`src/rtl/i2c_slave.sv`:
```
// I2C slave endpoint: oversampled sclk/sda, START/STOP detection, 7-bit address match,
// byte receive into the core and byte transmit from it, with ACK/NACK on every byte.
module i2c_slave #(
  parameter logic [6:0] SLAVE_ADDR  = 7'h2D,
  parameter int         SYNC_STAGES = 2
) (
  input  logic       clk,
  input  logic       rst,
  input  logic       sclk,
  input  logic       sda_in,
  output logic       sda_out,
  input  logic [7:0] tx_data,
  output logic       tx_load,
  output logic [7:0] rx_data,
  output logic       rx_valid,
  output logic       busy,
  output logic [2:0] state
);

  typedef enum logic [2:0] {
    IDLE      = 3'd0,
    ADDR      = 3'd1,
    ADDR_ACK  = 3'd2,
    RX        = 3'd3,
    RX_ACK    = 3'd4,
    TX        = 3'd5,
    TX_ACK    = 3'd6,
    WAIT_STOP = 3'd7
  } state_e;

  state_e state_q, state_d;
  logic [SYNC_STAGES-1:0] sclk_sync_q, sclk_sync_d, sda_sync_q, sda_sync_d;
  logic       sclk_prev_q, sda_prev_q;
  logic [2:0] bit_cnt_q, bit_cnt_d;
  logic [7:0] shift_q, shift_d;
  logic [7:0] rx_data_q, rx_data_d;
  logic       sda_out_q, sda_out_d;
  logic       rx_valid_q, rx_valid_d;
  logic       tx_load_q, tx_load_d;
  logic       busy_q, busy_d;
  logic       rw_q, rw_d;
  logic       byte_done_q, byte_done_d;

  logic sclk_s, sda_s, sclk_rise, sclk_fall, start_cond, stop_cond, addr_match;

  always_comb begin
    sclk_sync_d    = sclk_sync_q << 1;
    sclk_sync_d[0] = sclk;
    sda_sync_d     = sda_sync_q << 1;
    sda_sync_d[0]  = sda_in;
  end

  assign sclk_s     = sclk_sync_q[SYNC_STAGES-1];
  assign sda_s      = sda_sync_q[SYNC_STAGES-1];
  assign sclk_rise  = sclk_s & ~sclk_prev_q;
  assign sclk_fall  = ~sclk_s & sclk_prev_q;
  assign start_cond = sclk_s & sclk_prev_q & sda_prev_q & ~sda_s;
  assign stop_cond  = sclk_s & sclk_prev_q & ~sda_prev_q & sda_s;
  assign addr_match = (shift_q[7:1] == SLAVE_ADDR);

  always_ff @(posedge clk) begin
    if (rst) begin
      state_q     <= IDLE;
      sclk_sync_q <= '1;
      sda_sync_q  <= '1;
      sclk_prev_q <= 1'b1;
      sda_prev_q  <= 1'b1;
      bit_cnt_q   <= 3'd0;
      shift_q     <= 8'h00;
      rx_data_q   <= 8'h00;
      sda_out_q   <= 1'b1;
      rx_valid_q  <= 1'b0;
      tx_load_q   <= 1'b0;
      busy_q      <= 1'b0;
      rw_q        <= 1'b0;
      byte_done_q <= 1'b0;
    end else begin
      state_q     <= state_d;
      sclk_sync_q <= sclk_sync_d;
      sda_sync_q  <= sda_sync_d;
      sclk_prev_q <= sclk_s;
      sda_prev_q  <= sda_s;
      bit_cnt_q   <= bit_cnt_d;
      shift_q     <= shift_d;
      rx_data_q   <= rx_data_d;
      sda_out_q   <= sda_out_d;
      rx_valid_q  <= rx_valid_d;
      tx_load_q   <= tx_load_d;
      busy_q      <= busy_d;
      rw_q        <= rw_d;
      byte_done_q <= byte_done_d;
    end
  end

  // Bus conditions override any bit-level transition in the same cycle.
  always_comb begin
    state_d = state_q;
    if (start_cond) begin
      state_d = ADDR;
    end else if (stop_cond) begin
      state_d = IDLE;
    end else begin
      case (state_q)
        ADDR:     if (sclk_fall && byte_done_q) state_d = addr_match ? ADDR_ACK : WAIT_STOP;
        ADDR_ACK: if (sclk_fall) state_d = rw_q ? TX : RX;
        RX:       if (sclk_fall && byte_done_q) state_d = RX_ACK;
        RX_ACK:   if (sclk_fall) state_d = RX;
        TX:       if (sclk_fall && byte_done_q) state_d = TX_ACK;
        TX_ACK: begin
          if (sclk_rise && sda_s) state_d = WAIT_STOP;
          else if (sclk_fall)     state_d = TX;
        end
        default:  state_d = state_q;
      endcase
    end
  end

  always_comb begin
    bit_cnt_d   = bit_cnt_q;
    shift_d     = shift_q;
    rx_data_d   = rx_data_q;
    sda_out_d   = sda_out_q;
    rx_valid_d  = 1'b0;
    tx_load_d   = 1'b0;
    busy_d      = busy_q;
    rw_d        = rw_q;
    byte_done_d = byte_done_q;
    if (start_cond || stop_cond) begin
      bit_cnt_d   = 3'd0;
      byte_done_d = 1'b0;
      sda_out_d   = 1'b1;
      busy_d      = 1'b0;
    end else begin
      case (state_q)
        ADDR, RX: begin
          if (sclk_rise) begin
            shift_d   = {shift_q[6:0], sda_s};
            bit_cnt_d = bit_cnt_q + 3'd1;
            if (bit_cnt_q == 3'd7) begin
              byte_done_d = 1'b1;
              if (state_q == RX) begin
                rx_data_d  = {shift_q[6:0], sda_s};
                rx_valid_d = 1'b1;
              end
            end
          end else if (sclk_fall && byte_done_q) begin
            byte_done_d = 1'b0;
            if (state_q == RX) begin
              sda_out_d = 1'b0;
            end else begin
              rw_d = shift_q[0];
              if (addr_match) begin
                sda_out_d = 1'b0;
                busy_d    = 1'b1;
              end
            end
          end
        end
        ADDR_ACK, TX_ACK: begin
          // TX_ACK only sees a falling edge after an ACK; a NACK leaves on the rising edge.
          if (state_q == TX_ACK && sclk_rise && sda_s) begin
            busy_d    = 1'b0;
            sda_out_d = 1'b1;
          end else if (sclk_fall) begin
            bit_cnt_d = 3'd0;
            if (state_q == TX_ACK || rw_q) begin
              shift_d   = tx_data;
              tx_load_d = 1'b1;
              sda_out_d = tx_data[7];
            end else begin
              sda_out_d = 1'b1;
            end
          end
        end
        RX_ACK: begin
          if (sclk_fall) begin
            sda_out_d = 1'b1;
            bit_cnt_d = 3'd0;
          end
        end
        TX: begin
          if (sclk_rise) begin
            bit_cnt_d = bit_cnt_q + 3'd1;
            if (bit_cnt_q == 3'd7) byte_done_d = 1'b1;
          end else if (sclk_fall) begin
            if (byte_done_q) begin
              byte_done_d = 1'b0;
              sda_out_d   = 1'b1;
            end else begin
              sda_out_d = shift_q[6];
              shift_d   = {shift_q[6:0], 1'b0};
            end
          end
        end
        default: sda_out_d = 1'b1;
      endcase
    end
  end

  assign sda_out  = sda_out_q;
  assign tx_load  = tx_load_q;
  assign rx_data  = rx_data_q;
  assign rx_valid = rx_valid_q;
  assign busy     = busy_q;
  assign state    = state_q;

endmodule

```
`config.mk`:
```
export PLATFORM = sky130hd
export DESIGN_NAME = i2c_slave
export DESIGN_NICKNAME = d
export VERILOG_FILES = /design/src/rtl/i2c_slave.sv
export SDC_FILE = /design/constraint.sdc
export NUM_CORES = 1
export LEC_CHECK = 0
export CAP_MARGIN = 30
export CORE_ASPECT_RATIO = 1.1
export CORE_MARGIN = 5
export CORE_UTILIZATION = 45
export DETAILED_ROUTE_END_ITERATION = 6
export GPL_TIMING_DRIVEN = 0
export HOLD_SLACK_MARGIN = 0.02
export PLACE_DENSITY = 0.68
export RECOVER_POWER = 50
export REMOVE_ABC_BUFFERS = 1
export SLEW_MARGIN = 30
export SYNTH_ARGS = -nofsm -noshare
export SYNTH_HDL_FRONTEND = slang
export SYNTH_SLANG_ARGS = --single-unit
```
`constraint.sdc`:
```
create_clock -name clk -period 2.3 [get_ports clk]
set_input_delay 0.46 -clock clk [delete_from_list [all_inputs] [get_ports clk]]
set_output_delay 0.46 -clock clk [all_outputs]
set_load 0.02 [all_outputs]
```
Sequential cells grouped by signal name:
Bar = 20 um. Other sequential cells in the stronger grey, the rest of the logic in the fainter grey.
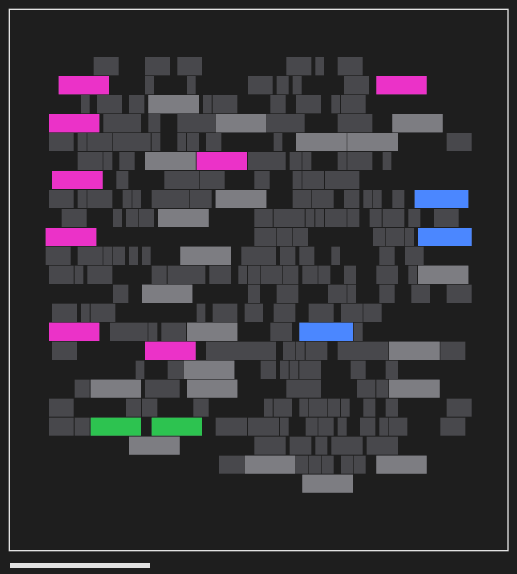
signal	colour	placed flops
`state`	blue	3
`rx_data`	magenta	8
`sclk_sync_q`	green	2
not coloured	21
FF/Latch Area: 684 um^2
seq pwr: 0.000616 W
sequential share of cell area: 31.5%

Nets reached from selected ports:
Bar = 20 um.
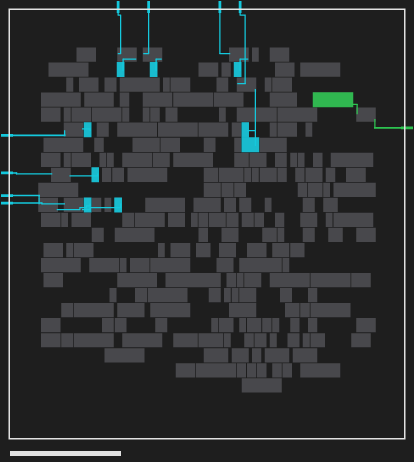
port	colour	bits	direction	end cells	buffers	wire
`tx_data`	cyan	8	input	9	8	120 um
`tx_load`	green	1	output	1	1	9.00 um
Port-buffer cells: 26
Ports: 27

==> GITHUB_STEP_SUMMARY <==
### Yosys + OpenROAD results

| Metric | Value |
|---|---|
| Tool warnings | `27` |
| Design area | `~2200 um^2` |
| Vias | `1474` |
| Comb area | `1060 um^2` |
| Yosys adder share | `around 3.4%` |
| Switching Fraction | `24.0%` |
| Post-placement cell area | `2080 um^2` |
| Leading power group | `sequential cells` |
| Xor/xnor share | `about 2.0%` |
| Final WS setup | `~0.20 ns` |
| Fp util | `46.6%` |
| Vias in the first global route | `about 1400` |
| Die height | `slightly below 80 um` |
| Status | `complete, no violations` |
| Hold slack | `approximately 0.41 ns` |
| Die width | `71.3 um` |
| VDD IR-drop max | `0.405 mV` |
| Worst Hold Class | `register to register` |
| Final period utilization | `91.4%` |
| Mean Syn Cell Area | `approximately 9 um^2` |
| CLK BUF | `7` |
| Top cells, area | `dfxtp_1 37%, mux2_4 6.5%, mux2i_1 5.4%, a21oi_1 4.3%, nor2_1 4.0%` |
| Via density | `around 5.3` |
| Filler-free cell count of the finished design | `around 280` |
| Area grow syn2layout | `17.0%` |
| Die Footprint | `5520 um^2` |
| Arrival time worst endpoint | `2.28 ns` |
| Row cnt | `24` |
| Largest area contributor in the netlist | `dfxtp_1` |
| Sw power | `between 0.0002 and 0.0003 W` |
| GR Util All Layers | `between 10% and 20%` |
| Fmax | `0.475 GHz` |
| ClkCell Share | `4.20%` |
| Pins Over Slew Limit | `0` |
| Met2 usage | `20.8%` |
| Async SR Flop Fraction | `0%` |
| Flops after synth | `34` |
| P_leak | `approximately 0.83 nW` |
| Core area | `approximately 4000 um^2` |
| Initial antenna violation count | `0` |
| Post-CTS Setup Bufs | `0` |
| CTS Buffer Depth | `2` |
| Largest net degree at the start of global routing | `34` |
| Signal buf overhead | `a little under an eighth` |
| Clock Power | `0.000452 W` |
| Logic Gate Count | `151` |
| Ys cells | `~210` |
| Largest class | `combinational gates` |
| Worst-path clk slew | `0.07 ns` |
| CTS Buf Count | `5` |
| Post-DRT Antenna Nets | `0` |
| Most numerous logic cell after layout | `dfxtp_1` |
Routing congestion:
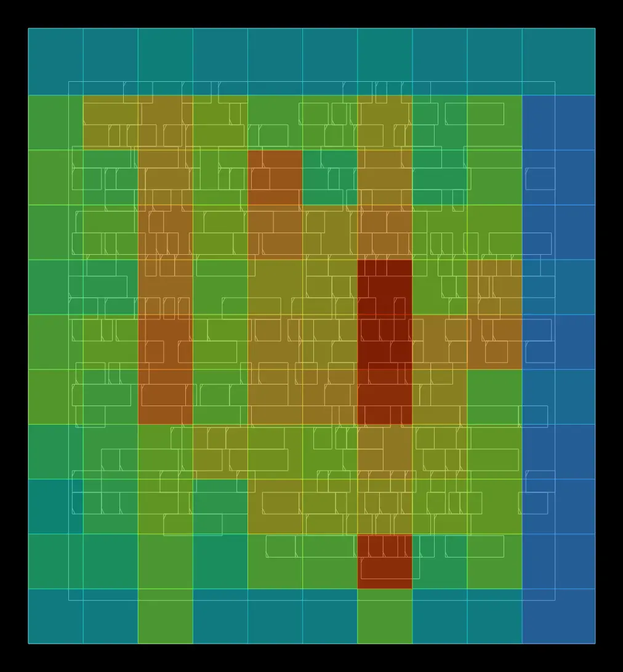
met1 Usage GRT: 20.7%
Core Util, Final: 54.5%
most used routing layer: met2

A small window of the routed layout:
Bar = 10 um. Window x 5 to 30, y 7 to 32 um. Cells in grey, sequential cells in the stronger grey; small squares are vias.
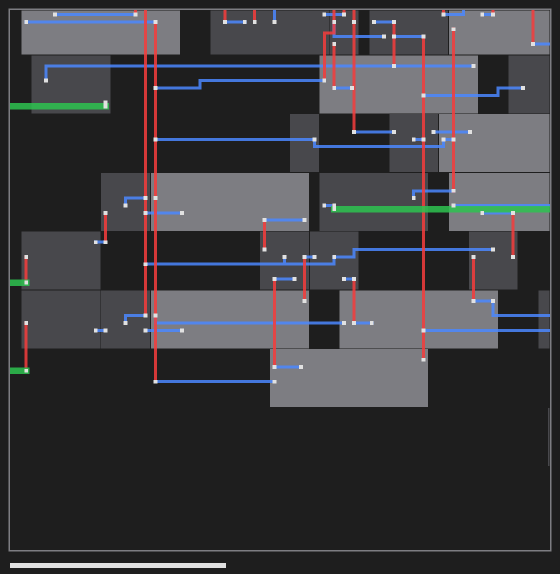
layer	colour
metal 3	green
metal 2	red
metal 1	blue
cells with their middle in the window	23
sequential cells in the window	9
netlist names of flops here include	`rx_data` (2), `sclk_sync_q` (2), `sda_sync_q` (2)
most frequent	dfxtp_1 (9), or2_2 (6), clkdlybuf4s50_1 (2)

==> critical path, cell delays in order, from the launching register on <==
cell and delay (ns):
dfxtp_1 0.36, inv_1 0.05, ha_1 0.33, nand3_1 0.21, a32oi_1 0.14, a2111o_2 0.57
mux2_4 0.34
==> state kept, by name (all words and copies together), names as in the netlist <==
| name | flops |
|---|---|
| byte_done_q | 1 |
| rw_q | 1 |
| shift_q | 8 |
| busy | 1 |
| tx_load | 1 |
| sclk_prev_q | 1 |
| state | 3 |
| sda_sync_q | 2 |
| bit_cnt_q | 3 |
| rx_valid | 1 |
| sda_prev_q | 1 |
| sclk_sync_q | 2 |
| rx_data | 8 |
| sda_out | 1 |
==> Yosys cell counts, drive strengths merged (2+ instances only) <==
| master | instances |
|---|---|
| ha | 5 |
| o21ai | 6 |
| o221ai | 2 |
| inv | 6 |
| a211oi | 4 |
| mux2 | 8 |
| buf | 11 |
| nand4 | 3 |
| nand3b | 2 |
| nand3 | 4 |
| nand2b | 2 |
| mux2i | 10 |
| a221oi | 2 |
| dfxtp | 34 |
| o21a | 3 |
| a311oi | 2 |
| nor4 | 2 |
| nor2 | 20 |
| a2111oi | 3 |
| nor3 | 2 |
| a21oi | 16 |
| or2 | 8 |
| nor2b | 9 |
| clkbuf | 6 |
| nand2 | 19 |
| nand4b | 2 |
==> worst paths after layout <==
path,from,end,slack [ns],cells past startpoint
max,sclk_prev_q,shift_q[7],0.20,6
min,sclk_sync_q[0],sclk_sync_q[1],0.41,1
max reg2reg,sclk_prev_q,shift_q[7],0.20,6
min reg2reg,sclk_sync_q[0],sclk_sync_q[1],0.41,1
==> per-layer routing <==
layer  up-vias  wire [um]
li1        763          -
met5         -          0
met4         0         55
met3         5        194
met2        36       1620
met1       670       1870
Power and IR drop assume default switching activity.
